File: src/rtl/hazard_fwd_ctrl.sv
// rtl/hazard_fwd_ctrl.sv - hazard detection, operand forwarding and mul/div sequencing for the 5-stage core
module hazard_fwd_ctrl #(
  parameter int REG_ADDR      = 5,
  parameter int MULDIV_CYCLES = 32,
  parameter int CNT_W         = 6
) (
  input  logic                clk,
  input  logic                rst_n,
  input  logic [REG_ADDR-1:0] id_rs,
  input  logic [REG_ADDR-1:0] id_rt,
  input  logic                id_uses_rs,
  input  logic                id_uses_rt,
  input  logic                id_is_muldiv,
  input  logic                id_reads_hilo,
  input  logic [REG_ADDR-1:0] ex_rs,
  input  logic [REG_ADDR-1:0] ex_rt,
  input  logic [REG_ADDR-1:0] ex_rd,
  input  logic                ex_reg_write,
  input  logic                ex_mem_read,
  input  logic [REG_ADDR-1:0] mem_rd,
  input  logic                mem_reg_write,
  input  logic [REG_ADDR-1:0] wb_rd,
  input  logic                wb_reg_write,
  input  logic                ex_branch_taken,
  output logic [1:0]          fwd_a_sel,
  output logic [1:0]          fwd_b_sel,
  output logic                pc_stall,
  output logic                ifid_stall,
  output logic                ifid_flush,
  output logic                idex_flush,
  output logic                muldiv_start,
  output logic                muldiv_busy
);

  localparam logic [CNT_W-1:0] CNT_LOAD = CNT_W'(MULDIV_CYCLES - 1);
  localparam logic [CNT_W-1:0] CNT_ONE  = CNT_W'(1);
  localparam logic [REG_ADDR-1:0] R0    = '0;

  typedef enum logic [0:0] {
    RUN     = 1'b0,
    MD_BUSY = 1'b1
  } state_t;

  state_t              state;
  logic [CNT_W-1:0]    cnt;
  logic [REG_ADDR-1:0] wb2_rd;
  logic                wb2_valid;

  logic [1:0] sel_a;
  logic [1:0] sel_b;
  logic       load_use;
  logic       md_stall;
  logic       stall;
  logic       start_req;

  // An EX-stage result is not yet available to forward, so ex_reg_write has no consumer here.
  logic unused_inputs;
  assign unused_inputs = ex_reg_write;

  // Forwarding priority: youngest producer wins; register 0 never forwards.
  function automatic logic [1:0] pick_src(
    input logic [REG_ADDR-1:0] src,
    input logic [REG_ADDR-1:0] m_rd,
    input logic                m_we,
    input logic [REG_ADDR-1:0] w_rd,
    input logic                w_we,
    input logic [REG_ADDR-1:0] w2_rd,
    input logic                w2_valid
  );
    if (m_we && (m_rd != R0) && (m_rd == src)) begin
      return 2'b01;
    end else if (w_we && (w_rd != R0) && (w_rd == src)) begin
      return 2'b10;
    end else if (w2_valid && (w2_rd == src)) begin
      return 2'b11;
    end else begin
      return 2'b00;
    end
  endfunction

  // Operand selects and stall sources, all combinational from inputs and current state.
  always_comb begin
    sel_a = pick_src(ex_rs, mem_rd, mem_reg_write, wb_rd, wb_reg_write, wb2_rd, wb2_valid);
    sel_b = pick_src(ex_rt, mem_rd, mem_reg_write, wb_rd, wb_reg_write, wb2_rd, wb2_valid);
    load_use = ex_mem_read && (ex_rd != R0) &&
               ((id_uses_rs && (ex_rd == id_rs)) || (id_uses_rt && (ex_rd == id_rt)));
    md_stall  = (state == MD_BUSY) && (id_is_muldiv || id_reads_hilo);
    // A taken branch flushes ID, so its stall requests are moot.
    stall     = (load_use || md_stall) && !ex_branch_taken;
    start_req = (state == RUN) && id_is_muldiv && !load_use && !ex_branch_taken;
  end

  // Output drive; everything is held at 0 while reset is asserted.
  always_comb begin
    fwd_a_sel    = 2'b00;
    fwd_b_sel    = 2'b00;
    pc_stall     = 1'b0;
    ifid_stall   = 1'b0;
    ifid_flush   = 1'b0;
    idex_flush   = 1'b0;
    muldiv_start = 1'b0;
    muldiv_busy  = 1'b0;
    if (rst_n) begin
      fwd_a_sel    = sel_a;
      fwd_b_sel    = sel_b;
      pc_stall     = stall;
      ifid_stall   = stall;
      ifid_flush   = ex_branch_taken;
      idex_flush   = stall || ex_branch_taken;
      muldiv_start = start_req;
      muldiv_busy  = (state == MD_BUSY);
    end
  end

  // Track the register retired last cycle so a WB2 bypass can cover the register-file write latency.
  always_ff @(posedge clk) begin
    if (!rst_n) begin
      wb2_rd    <= '0;
      wb2_valid <= 1'b0;
    end else begin
      wb2_rd    <= wb_rd;
      wb2_valid <= wb_reg_write && (wb_rd != R0);
    end
  end

  // Mul/div occupancy FSM; a taken branch does not abort an issued operation.
  always_ff @(posedge clk) begin
    if (!rst_n) begin
      state <= RUN;
      cnt   <= '0;
    end else begin
      case (state)
        RUN: begin
          if (start_req) begin
            cnt   <= CNT_LOAD;
            state <= MD_BUSY;
          end
        end
        MD_BUSY: begin
          if (cnt == '0) begin
            state <= RUN;
          end else begin
            cnt <= cnt - CNT_ONE;
          end
        end
        default: begin
          state <= RUN;
          cnt   <= '0;
        end
      endcase
    end
  end

endmodule

File: config.mk
export PLATFORM = sky130hd
export DESIGN_NAME = hazard_fwd_ctrl
export DESIGN_NICKNAME = d
export VERILOG_FILES = /design/src/rtl/hazard_fwd_ctrl.sv
export SDC_FILE = /design/constraint.sdc
export NUM_CORES = 1
export LEC_CHECK = 0
export CORE_MARGIN = 4
export CORE_UTILIZATION = 43
export CTS_CLUSTER_DIAMETER = 60
export DETAILED_ROUTE_END_ITERATION = 8
export PLACE_DENSITY = 0.85
export SYNTH_ARGS = -nofsm -noshare
export SYNTH_HDL_FRONTEND = slang
export SYNTH_SLANG_ARGS = --single-unit
File: constraint.sdc
create_clock -name clk -period 4.3 [get_ports clk]
set_clock_uncertainty 0.05 [all_clocks]
set_input_delay 0.86 -clock clk [delete_from_list [all_inputs] [get_ports clk]]
set_output_delay 0.86 -clock clk [all_outputs]
set_load 0.01 [all_outputs]
run_1/pdn.png
The bar under the picture is 20 um long. Pins as bars on the die edge.
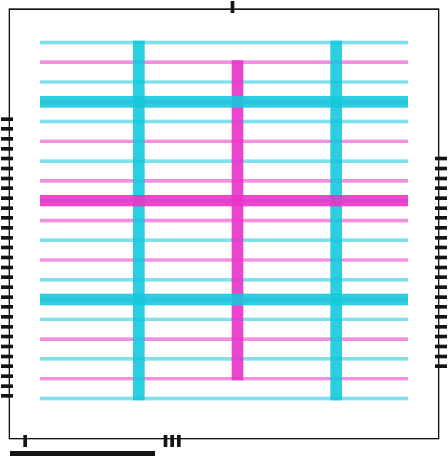
[cyan] VSS
[magenta] VDD
met4 straps: 3
met1 rails: 19

run_1/cell_classes.png
The bar under the picture is 20 um long.
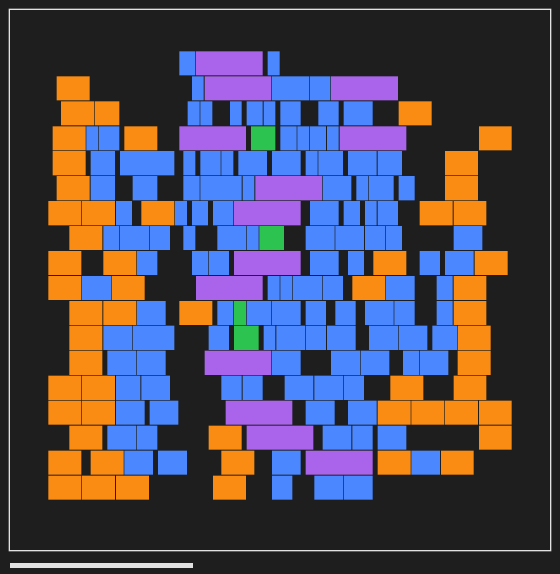
[green] clock drivers and dummy loads | cells: 4
[purple] flip-flops | cells: 13
[blue] all other logic | cells: 121
[orange] other buffers and delay cells | cells: 55
cell row count: 18
Seq area share: 15.2%
cell area after layout: 1710 um2
CORE AREA: 2480 um2
final core utilization: 69.0%

run_1/clock_map.png
The bar under the picture is 20 um long.
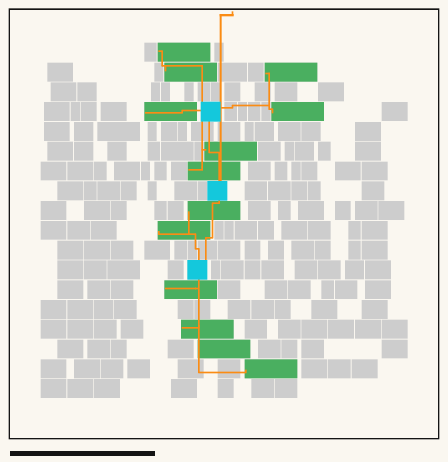
[cyan] cells driving clock nets | count: 3
[orange] clock wires | length: 149 um
[green] flip-flops | count: 13
routed clock nets: 4

==> impl_metrics.yaml, run 1 <==
# generated from flow reports
clock_tree:
  cts_resized: 0
  clk_path_buf_depth: 2
  postCtsSetupBuffers: 0
  numCtsBuffers: 3
  clock_sinks: 13
drt:
  routedWlPerCell_um: 13.9
  vias: 1171
  routed_via_density: 5.25
run_status:
  outcome: "completed"
worst_setup_path:
  reg2reg_setup_slack_ns: 2.69
  crit_start: "ex_rd[0]"
  cp.arrival_ns: 3.05
  critical_path_required_ns: 3.39
  timing.rr.start: "cnt[0]"
  worstPathCellList: "clkdlybuf4s50_1 > xor2_1 > nor4_1 > a32oi_1 > o21ai_1 > nor3b_1 > clkdlybuf4s50_1"
placed_design:
  portBuffers: 54
  place_congestion: 0.831
  dp_hpwl_um: 2570
timing:
  fin_hold_ws_ns: 0.461
  max_slew_margin_pct: 72.8
  fmax_ghz: 0.253
  slew_violations: 0
  period_needed_ns: 3.96
  fin_ws_ns: 0.341
finish:
  syn2layout_area_growth_pct: 53.7
  final-clk-cell-share_pct: 1.54
  lay_top_count: "clkdlybuf4s50_1"
  seqCellArea_um2: 260
  logic_area_um2: 822
logic_synthesis:
  yosys_area_um2: 1110
  async_flop_share_pct: 0
  area_leaders: "dfxtp_1, xor2_1, xnor2_1"
  edf_count: 0
  ys_warn_count: 0
  synth_cells: 137
  synth_seq_share_pct: 23.4
  fp_nets: 184
  ys_types: 31
die:
  die_w_um: 58.9
  initCoreUtil_pct: 44.9
power_and_ir_drop:
  leakagePower_nw: 0.635
job:
  warnings: 27
hold_path:
  hp-class: "reg -> reg"
grt:
  grt_max_degree: 17
==> run 1: per-layer routing <==
layer / wire length [um] / global-route usage [%] / vias up
met1: 1300 / 23.3 / 524
met5: 0 / 0 / -
met4: 24 / 7.12 / 0
li1: - / - / 586
met3: 327 / 3.51 / 2
met2: 1440 / 33.8 / 59
==> run 1: synth_stat cells (all sizes together) (2+ instances only) <==
library cell	n
nor3b	2
nand4	3
o21ai	6
inv	4
nor2	10
nor2b	2
a21oi	4
nor4	8
xor2	25
nand3	5
xnor2	19
o21a	3
a31oi	2
nor3	4
clkbuf	2
dfxtp	13
and2	8
or4	3
nand2	7
==> run 1: power by group <==
part / switching (mW) / total [mW] / internal (mW)
Combinational: 0.0628 / 0.146 / 0.0831
Sequential: 0.0116 / 0.142 / 0.131
Clock: 0.0370 / 0.0729 / 0.0359
==> run 1: sequential cells by signal (all words and copies together), names as in the netlist <==
| name | cells |
|---|---|
| wb2_rd | 5 |
| state | 1 |
| cnt | 6 |
| wb2_valid | 1 |
==> run 1: worst max-delay path: cells and delay by family <==
kind	cells	cell delay [ns]
buffers and inverters	2	1.07
AND/OR/NAND/NOR	2	0.54
AND-OR/OR-AND	2	0.38
XOR/XNOR	1	0.20
==> run 1: logic make-up (layout without fill, tap and decap cells) <==
| logic type | Yosys count | in the layout | synth area share (%) |
|---|---|---|---|
| AND-OR/OR-AND | 18 | 18 | 11.5 |
| XOR/XNOR | 44 | 44 | 34.6 |
| adder cells (fa/ha/maj) | 1 | 1 | 1.12 |
| buffers and inverters | 7 | 63 | 2.70 |
| flip-flops | 13 | 13 | 23.4 |
| AND/OR/NAND/NOR | 54 | 54 | 26.7 |
==> inputs of run 2 (changes only) <==
--- a/config.mk
+++ b/config.mk
@@ -6,10 +6,12 @@
 export NUM_CORES = 1
 export LEC_CHECK = 0
 export CORE_MARGIN = 4
-export CORE_UTILIZATION = 43
+export CORE_UTILIZATION = 44
+export CTS_BUF_LIST = sky130_fd_sc_hd__clkbuf_4 sky130_fd_sc_hd__clkbuf_8
 export CTS_CLUSTER_DIAMETER = 60
 export DETAILED_ROUTE_END_ITERATION = 8
-export PLACE_DENSITY = 0.85
+export PLACE_DENSITY = 0.87
+export REMOVE_ABC_BUFFERS = 1
 export SYNTH_ARGS = -nofsm -noshare
 export SYNTH_HDL_FRONTEND = slang
 export SYNTH_SLANG_ARGS = --single-unit
==> constraint.sdc (replaced) <==
create_clock -name clk -period 5 [get_ports clk]
set_clock_uncertainty 0.05 [all_clocks]
set_input_delay 1 -clock clk [delete_from_list [all_inputs] [get_ports clk]]
set_output_delay 1 -clock clk [all_outputs]
set_load 0.01 [all_outputs]
run_2/metal_stack.png
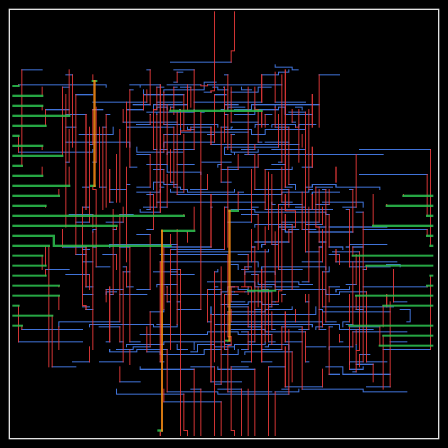
[red] met2 | wire length: 1530 um
[green] met3 | wire length: 257 um
[blue] met1 | wire length: 1300 um
[orange] met4 | wire length: 59.2 um
Routed WL per cell: 14.2 um
final wirelength: 3140 um
Vias: 1169
global-route total usage across every layer: 19.5%

run_2/pdn.png
The bar under the picture is 20 um long. Pins as bars on the die edge.
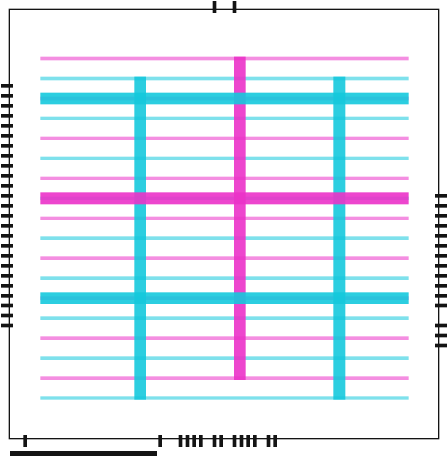
[cyan] VSS
[magenta] VDD
met5 straps: 3
rows: 17
signal pins: 56
CORE AREA: 2320 um2
Peak VDD IR: 125 uV
die height: 58.3 um
die width: 58.3 um

==> run 2 against run 1 <==
  * Register-to-register slack improved by 0.72 ns
  * Clock power fell by 3%
  * Power is 12% lower
  * Sequential power is about 10% lower
  * Worst setup slack improved by 0.31 ns
  * Combinational power down 14%
  * Sequential share of layout area about the same
  * Largest cell class unchanged
==> impl_metrics.yaml, run 2 <==
# generated from flow reports
logic_synthesis:
  synth_top_cell_by_count: "xor2_1"
  async_flop_share_pct: 0
  ys_types: 31
  common_cells: "xor2_1, xnor2_1, dfxtp_1, nor2_1"
  edf_count: 0
  yosys_area_um2: 1110
  synth_cells: 137
worst_setup_path:
  critical_path_required_ns: 3.95
  reg2reg_setup_slack_ns: 3.41
  timing.rr.start: "cnt[0]"
  crit_start: "ex_rd[0]"
run_status:
  outcome: "completed"
finish:
  top_regs: "cnt (6), wb2_rd (5)"
  syn2layout_area_growth_pct: 53.8
  lay_top_count: "clkdlybuf4s50_1"
  largest_register_ffs: 6
  fin_area_um2: 1710
job:
  warnings: 26
drt:
  routed_via_density: 5.29
clock_tree:
  numCtsBuffers: 3
  clk_path_buf_depth: 2
  cts_resized: 0
timing:
  period_needed_ns: 4.35
  max_slew_margin_pct: 72.1
placed_design:
  portBuffers: 54
  dp_hpwl_um: 2700
power_and_ir_drop:
  leakagePower_nw: 0.638
die:
  initCoreUtil_pct: 48.0
==> run 2: cell counts after synthesis <==
Identical to the previous run, type by type.
==> run 2: where the power goes <==
group / leakage, nW / switching [mW] / internal (mW)
registers: 0.108 / 0.0101 / 0.112
clock network: 0.0184 / 0.0346 / 0.0363
logic: 0.512 / 0.0534 / 0.0714
total: 0.638 / 0.0981 / 0.220
==> run 2: layer usage <==
metal	share of wire, %	vias to the layer above	global-route usage [%]
li1	-	582	-
met1	41	530	20.8
met2	49	51	35.4
met3	8.2	6	4.01
met4	1.9	0	9.93
met5	0	-	0
==> run 2: final cells by class <==
class	instances	area, um2
Timing Repair Buffer	55	548
Sequential cell	13	260
Fill cell	185	608
Multi-Input combinational cell	117	822
Clock buffer	4	30.0
Inverter	4	15.0
Tap cell	28	35.0
==> run 2: worst max-delay path, stage by stage <==
cell and delay [ns]:
clkdlybuf4s50_1 0.50, xor2_1 0.21, nor4_2 0.26, a32oi_1 0.20
o21ai_1 0.19, nor3b_1 0.33, clkdlybuf4s50_1 0.61
==> run 2: stage by stage <==
| step | cells | hold WS (ns) | setup slack (ns) | util, % |
|---|---|---|---|---|
| after floorplan | 134 | 0.416 | 1.64 | - |
| after CTS | 221 | 0.464 | 0.606 | 73.8 |
| after global placement | 217 | 0.433 | 0.657 | 72.5 |
| after global routing | 221 | 0.492 | 0.389 | 73.8 |
| after detailed placement | 217 | 0.445 | 0.630 | 72.5 |
| final | 221 | 0.466 | 0.651 | 73.8 |
==> run 2: cell families after synthesis <==
family	after synthesis	synth area share [%]
adders and majority gates	1	1.12
AOI/OAI and AO/OA	18	11.5
xor gates and xnor gates	44	34.6
and+or+nand+nor	54	26.7
buffers and inverters	7	2.70
DFF	13	23.4
Power is estimated from default activity; no workload was simulated.
